## config.mk

```make
export PLATFORM = sky130hd
export DESIGN_NAME = regfile_wb_arbiter
export DESIGN_NICKNAME = d
export VERILOG_FILES = /design/src/rtl/regfile_pkg.sv /design/src/rtl/wb_fifo.sv /design/src/rtl/regfile_wb_arbiter.sv
export SDC_FILE = /design/constraint.sdc
export NUM_CORES = 1
export LEC_CHECK = 0
export ABC_AREA = 1
export CAP_MARGIN = 0
export CORE_UTILIZATION = 25
export CTS_CLUSTER_DIAMETER = 40
export DETAILED_ROUTE_END_ITERATION = 12
export PLACE_DENSITY = 0.41
export SYNTH_ARGS = -nofsm -noshare
export SYNTH_HDL_FRONTEND = slang
export SYNTH_SLANG_ARGS = --single-unit
export TNS_END_PERCENT = 50
```

## constraint.sdc

```tcl
create_clock -name clk -period 3.9 [get_ports clk]
set_input_delay 0.39 -clock clk [delete_from_list [all_inputs] [get_ports clk]]
set_output_delay 0.39 -clock clk [all_outputs]
set_load 0.005 [all_outputs]
```

## src/rtl/regfile_pkg.sv

```systemverilog
// Shared definitions for the register-file write-port arbiter: register
// addressing constants, the write-source tag and a one-hot helper.
package regfile_pkg;

  localparam int REG_ADDR_W = 5;
  localparam int NUM_REGS   = 32;
  localparam logic [REG_ADDR_W-1:0] ZERO_REG = 5'd0;

  typedef enum logic {
    WB_SRC_PIPE = 1'b0,
    WB_SRC_LU   = 1'b1
  } wb_src_t;

  function automatic logic [NUM_REGS-1:0] reg_onehot(input logic [REG_ADDR_W-1:0] addr);
    logic [NUM_REGS-1:0] one;
    one = {{(NUM_REGS-1){1'b0}}, 1'b1};
    return one << addr;
  endfunction

endpackage

```

## src/rtl/wb_fifo.sv

```systemverilog
// Synchronous FIFO of long-latency writeback requests. Exposes a per-entry
// valid/addr view so the owner can build a register-pending mask.
module wb_fifo
  import regfile_pkg::*;
#(
  parameter int width = 32,
  parameter int DEPTH = 4
) (
  input  logic                          clk,
  input  logic                          reset,
  input  logic                          push_i,
  input  logic [REG_ADDR_W-1:0]         push_addr_i,
  input  logic [width-1:0]              push_data_i,
  input  logic                          pop_i,
  output logic [REG_ADDR_W-1:0]         head_addr_o,
  output logic [width-1:0]              head_data_o,
  output logic                          full_o,
  output logic                          empty_o,
  output logic [DEPTH-1:0]              entry_valid_o,
  output logic [DEPTH*REG_ADDR_W-1:0]   entry_addr_o
);

  localparam int PTR_W = $clog2(DEPTH);
  localparam int CNT_W = PTR_W + 1;

  typedef struct packed {
    logic [REG_ADDR_W-1:0] addr;
    logic [width-1:0]      data;
  } wb_req_t;

  wb_req_t          mem_q [DEPTH];
  logic [PTR_W-1:0] wr_ptr_q, wr_ptr_d;
  logic [PTR_W-1:0] rd_ptr_q, rd_ptr_d;
  logic [CNT_W-1:0] count_q, count_d;
  logic             do_push, do_pop;

  assign full_o  = (count_q == CNT_W'(DEPTH));
  assign empty_o = (count_q == '0);
  assign do_push = push_i && !full_o;
  assign do_pop  = pop_i && !empty_o;

  assign head_addr_o = mem_q[rd_ptr_q].addr;
  assign head_data_o = mem_q[rd_ptr_q].data;

  // Pointers are PTR_W bits wide, so the increment wraps modulo DEPTH for free.
  always_comb begin
    wr_ptr_d = wr_ptr_q + PTR_W'(do_push);
    rd_ptr_d = rd_ptr_q + PTR_W'(do_pop);
    count_d  = count_q + CNT_W'(do_push) - CNT_W'(do_pop);
  end

  // NOTE: sequential state is updated with non-blocking assignments so every
  // flop samples the pre-edge value of every other flop.
  always_ff @(posedge clk) begin
    if (reset) begin
      wr_ptr_q <= '0;
      rd_ptr_q <= '0;
      count_q  <= '0;
    end else begin
      wr_ptr_q <= wr_ptr_d;
      rd_ptr_q <= rd_ptr_d;
      count_q  <= count_d;
    end
  end

  // NOTE: storage is deliberately not reset; an entry is only observed while
  // its valid bit (derived from the reset pointers) is set.
  always_ff @(posedge clk) begin
    if (do_push) begin
      mem_q[wr_ptr_q] <= '{addr: push_addr_i, data: push_data_i};
    end
  end

  for (genvar i = 0; i < DEPTH; i++) begin : g_entry
    logic [PTR_W-1:0] offset;
    assign offset = PTR_W'(i) - rd_ptr_q;
    assign entry_valid_o[i] = ({1'b0, offset} < count_q);
    assign entry_addr_o[i*REG_ADDR_W +: REG_ADDR_W] = mem_q[i].addr;
  end

endmodule

```

## src/rtl/regfile_wb_arbiter.sv

```systemverilog
// Single driver of the register-file write port: the pipeline writeback has
// fixed priority, long-latency results drain from a FIFO when the port is idle.
module regfile_wb_arbiter
  import regfile_pkg::*;
#(
  parameter int width        = 32,
  parameter int DEPTH        = 4,
  parameter int STARVE_LIMIT = 8
) (
  input  logic                  clk,
  input  logic                  reset,
  input  logic                  pipe_wr_enable,
  input  logic [REG_ADDR_W-1:0] pipe_W_addr,
  input  logic [width-1:0]      pipe_W_data,
  input  logic                  lu_valid,
  input  logic [REG_ADDR_W-1:0] lu_addr,
  input  logic [width-1:0]      lu_data,
  output logic                  lu_ready,
  output logic [REG_ADDR_W-1:0] W_addr,
  output logic [width-1:0]      W_data,
  output logic                  wr_enable,
  output logic [NUM_REGS-1:0]   pending_mask,
  output logic                  stall_req
);

  localparam int STARVE_W = $clog2(STARVE_LIMIT + 1);
  localparam logic [STARVE_W-1:0] STARVE_MAX = STARVE_W'(STARVE_LIMIT);

  logic                          fifo_full, fifo_empty;
  logic [REG_ADDR_W-1:0]         head_addr;
  logic [width-1:0]              head_data;
  logic [DEPTH-1:0]              entry_valid;
  logic [DEPTH*REG_ADDR_W-1:0]   entry_addr;
  logic                          pipe_eff, lu_push, lu_pop;

  logic                  wr_en_q, wr_en_d;
  logic [REG_ADDR_W-1:0] w_addr_q, w_addr_d;
  logic [width-1:0]      w_data_q, w_data_d;
  wb_src_t               src_q, src_d;
  logic [STARVE_W-1:0]   starve_q, starve_d;
  logic                  stall_q;

  // Writes to r0 are architectural no-ops, so they never claim the port.
  assign pipe_eff = pipe_wr_enable && (pipe_W_addr != ZERO_REG);
  assign lu_pop   = !pipe_eff && !fifo_empty;
  assign lu_ready = !fifo_full;
  assign lu_push  = lu_valid && lu_ready && (lu_addr != ZERO_REG);

  wb_fifo #(
    .width (width),
    .DEPTH (DEPTH)
  ) u_fifo (
    .clk           (clk),
    .reset         (reset),
    .push_i        (lu_push),
    .push_addr_i   (lu_addr),
    .push_data_i   (lu_data),
    .pop_i         (lu_pop),
    .head_addr_o   (head_addr),
    .head_data_o   (head_data),
    .full_o        (fifo_full),
    .empty_o       (fifo_empty),
    .entry_valid_o (entry_valid),
    .entry_addr_o  (entry_addr)
  );

  // NOTE: every output of a combinational block gets a default up front, so
  // no path can leave it unassigned and infer a latch.
  always_comb begin
    wr_en_d  = 1'b0;
    w_addr_d = w_addr_q;
    w_data_d = w_data_q;
    src_d    = src_q;
    if (pipe_eff) begin
      wr_en_d  = 1'b1;
      w_addr_d = pipe_W_addr;
      w_data_d = pipe_W_data;
      src_d    = WB_SRC_PIPE;
    end else if (!fifo_empty) begin
      wr_en_d  = 1'b1;
      w_addr_d = head_addr;
      w_data_d = head_data;
      src_d    = WB_SRC_LU;
    end

    starve_d = '0;
    if (!fifo_empty && pipe_eff) begin
      starve_d = (starve_q == STARVE_MAX) ? starve_q : starve_q + 1'b1;
    end
  end

  always_ff @(posedge clk) begin
    if (reset) begin
      wr_en_q  <= 1'b0;
      w_addr_q <= '0;
      w_data_q <= '0;
      src_q    <= WB_SRC_PIPE;
      starve_q <= '0;
      stall_q  <= 1'b0;
    end else begin
      wr_en_q  <= wr_en_d;
      w_addr_q <= w_addr_d;
      w_data_q <= w_data_d;
      src_q    <= src_d;
      starve_q <= starve_d;
      stall_q  <= (starve_d == STARVE_MAX);
    end
  end

  assign wr_enable = wr_en_q;
  assign W_addr    = w_addr_q;
  assign W_data    = w_data_q;
  assign stall_req = stall_q;

  // A result is pending from enqueue until it has left the output stage.
  always_comb begin
    pending_mask = '0;
    for (int i = 0; i < DEPTH; i++) begin
      if (entry_valid[i]) begin
        pending_mask |= reg_onehot(entry_addr[i*REG_ADDR_W +: REG_ADDR_W]);
      end
    end
    if (wr_en_q && (src_q == WB_SRC_LU)) begin
      pending_mask |= reg_onehot(w_addr_q);
    end
  end

endmodule

```

drive_strength.png
(2 px per um)
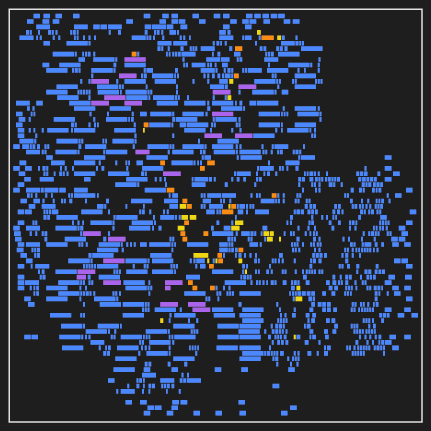
legend:
  yellow:
    size: drive 2
    cells: 25
  purple:
    size: drive 6 and up
    cells: 24
  blue:
    size: drive 1 or less
    cells: 1357
  orange:
    size: drive 3 to 4
    cells: 25

met1.png
(2 px per um)
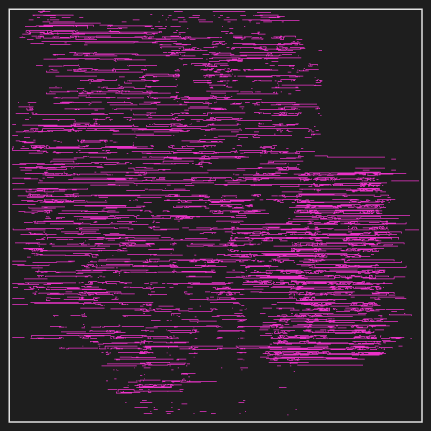
longest straight run: 51.5 um
nets with wire on the layer: 1371
wire length on this layer: 16400 um
main direction: horizontal

final_congestion.png
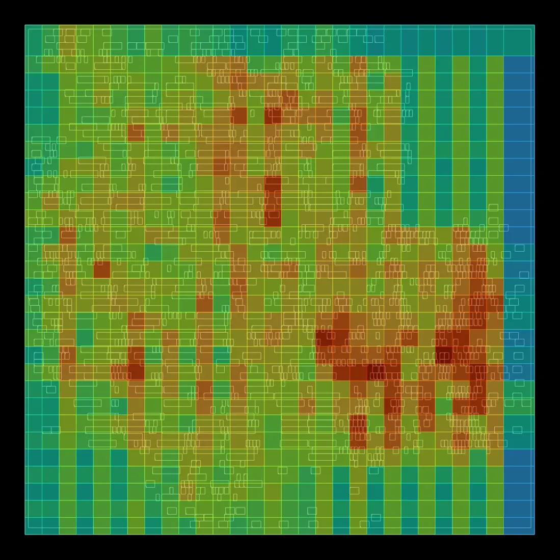
met3 capacity usage during global routing: 2.68%
global-route total usage across every layer: 16.9%
final core occ: 31.6%
GR Util met1: 22.8%

==> notes.md <==
Notes on the flow run.

- The flow ran to the end, and the final reports show no timing, DRC or antenna violations.
- The final layout reports a setup TNS of 0 ns.
- In the post-synthesis netlist, the biggest area contributors are sky130_fd_sc_hd__edfxtp_1 43%, sky130_fd_sc_hd__nand2_1 16%, sky130_fd_sc_hd__dfxtp_1 9.8%.
- The core region is 0.0408 mm2.
- The hold path startpoint is W_data[11], for reference.
- For the completed layout, the total cell area is recorded as 0.0129 mm2.
- On the final layout, the worst clock skew is 0.00939 ns.
- After layout, the worst path uses 89.9% of the clock period.
- The time the final worst path needs with I/O delays and setup is 3.51 ns, for reference.
- The static power due to leakage is 5.12 nW, for reference.
- TritonCTS built the clock tree.
- The arrival time reported for the critical path endpoint is 3.12 ns, for reference.
- The H-tree was split into 4 levels.
- The script logs the ratio of routed vias to standard cells as 4.64.
- The power report lists cell-internal power as 0.00451 W.
- The detail route stage leaves a number of antenna-violating nets equal to 0.
- The critical path in the final layout is reported with a setup slack of 0.394 ns.
- Clock tree synthesis inserted a total of 17 buffers.
- The count of cells along the worst register-to-register path is 10, for reference.
- The placed cell area is 0.0123 mm2, for reference.
- The pre-CTS worst setup slack is 0.899 ns, for reference.
- The number of global-route vias before repair came to 8750.
- According to the finish report, the design has a final net count of 1507.
- After synthesis, the design contains 1302 cells according to Yosys.
- The path with the worst hold slack has its endpoint at W_data[11].
- The detailed-route DRC error count is 0, for reference.
- In this run, synthesis produced a sequential element count of 199.
- The largest net degree at the start of global routing is 51, for reference.
- The first global-routing pass estimated 53400 um of wire.
- The relative contribution of sequential cells to total power is 38.5%, for reference.
- The reg2reg setup slack is 1.26 ns, for reference.
- The final wirelength is 35200 um, for reference.
- The final weighted congestion of routability-driven global placement is 0.910, for reference.
- Once detailed placement completed, the half-perimeter wirelength came to 24600 um.
zoom.png
Window x 39 to 64, y 142 to 167 um. Cells in grey, sequential cells in the stronger grey; small squares are vias.
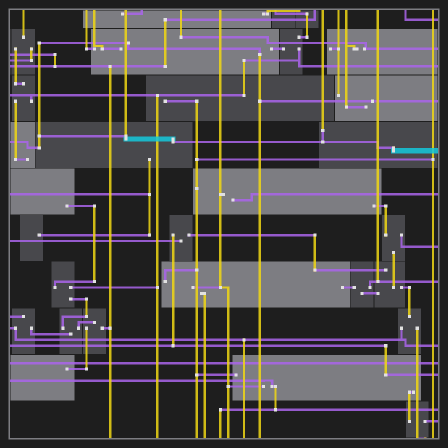
legend:
  purple:
    layer: met1
  yellow:
    layer: met2
  cyan:
    layer: met3
sequential cells in the window: 6
most frequent: nand2_1 (12), edfxtp_1 (6), clkbuf_16 (2)
netlist names of flops here include: u_fifo.mem_q (6)
cells with their middle in the window: 23

cell_classes.png
(2 px per um)
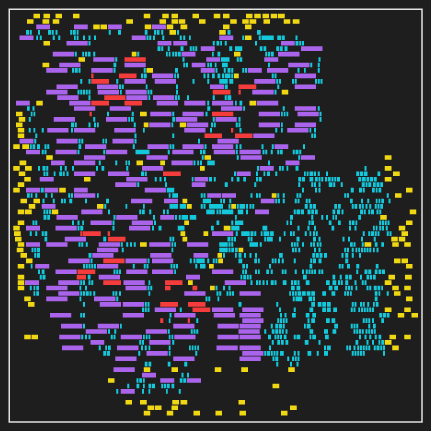
legend:
  red:
    class: clock drivers and dummy loads
    cells: 32
  yellow:
    class: other buffers and delay cells
    cells: 168
  cyan:
    class: all other logic
    cells: 1032
  purple:
    class: flops
    cells: 199

## power by group through the flow
stage / sequential, W / clock, W / combinational (W)
detailed placement: 0.00281 / 0 / 0.00260
global route: 0.00280 / 0.00199 / 0.00288
CTS: 0.00277 / 0.00191 / 0.00261
global placement: 0.00282 / 0 / 0.00261
floorplan: 0.00274 / 0 / 0.00167
finish: 0.00277 / 0.00186 / 0.00257
## routing by layer
layer / vias to the layer above / global-route usage (%) / wire, um
met2: 262 / 28.0 / 16600
met3: 37 / 2.68 / 1580
met1: 4307 / 22.8 / 16400
li1: 4506 / - / -
met5: - / 0 / 34
met4: 4 / 4.39 / 618
## flip-flops by register name (all words and copies together) (netlist names)
register and cells:
src_q 1, u_fifo.rd_ptr_q 2, starve_q 4, W_data 32
W_addr 5, stall_req 1, u_fifo.mem_q 148, wr_enable 1
u_fifo.count_q 3, u_fifo.wr_ptr_q 2
## cell type report
type	count	area, um2
Sequential cell	199	5470
Clock buffer	24	462
Fill cell	4306	27900
Inverter	72	270
Timing Repair Buffer	168	1630
Clock inverter	8	145
Multi-Input combinational cell	960	4260
Tap cell	532	666
## per-stage QoR
| stage | hold slack [ns] | utilization (%) | total power [W] |
|---|---|---|---|
| finish | 0.471 | 31.6 | 0.00720 |
| floorplan | 0.463 | - | 0.00441 |
| global placement | 0.458 | 30.1 | 0.00543 |
| detailed placement | 0.463 | 30.1 | 0.00542 |
| global route | 0.497 | 31.6 | 0.00768 |
| CTS | 0.476 | 31.6 | 0.00729 |
## how the worst max path moves through the flow
stage,to,slack (ns),cells after the start,startpoint
2_1_floorplan,u_fifo.mem_q[0][0],0.05,4,u_fifo.count_q[1]
3_3_place_gp,pending_mask[19],0.86,9,u_fifo.rd_ptr_q[1]
3_5_place_dp,pending_mask[19],0.90,9,u_fifo.rd_ptr_q[1]
4_1_cts,pending_mask[19],0.41,9,u_fifo.rd_ptr_q[1]
5_1_grt,pending_mask[18],0.15,9,u_fifo.rd_ptr_q[1]
6_report,pending_mask[21],0.39,9,u_fifo.rd_ptr_q[1]
## Yosys cell counts (all sizes together)
cell type	n
nor2	236
nand3	146
xnor2	3
dfxtp	51
xor2	3
buf	52
o21ai	6
o211ai	3
ha	10
clkbuf	19
or2	2
a21oi	25
edfxtp	148
inv	65
fa	1
clkinv	7
nand2	441
nor3	35
nand4	49
## critical path, cell delays in order, from the launching register on
cell	delay, ns
sky130_fd_sc_hd__dfxtp_1	0.59
sky130_fd_sc_hd__inv_2	0.09
sky130_fd_sc_hd__ha_1	0.31
sky130_fd_sc_hd__nor2_1	0.04
sky130_fd_sc_hd__nand2_1	0.09
sky130_fd_sc_hd__nand3_1	0.56
sky130_fd_sc_hd__nor2_1	0.28
sky130_fd_sc_hd__nor2_1	0.07
sky130_fd_sc_hd__nand3_1	0.13
sky130_fd_sc_hd__clkdlybuf4s50_1	0.53
## cells by family (layout without fill, tap and decap cells)
logic type	Yosys count	count (layout)	synth area share, %
AND/OR/NAND/NOR	909	909	37.1
flip-flops	199	199	52.7
buffers and inverters	143	272	6.41
AND-OR/OR-AND	34	34	1.88
adder cells (fa/ha/maj)	11	11	1.40
XOR/XNOR	6	6	0.507
Power figures rest on the tool's default switching activity, not on a simulated workload.
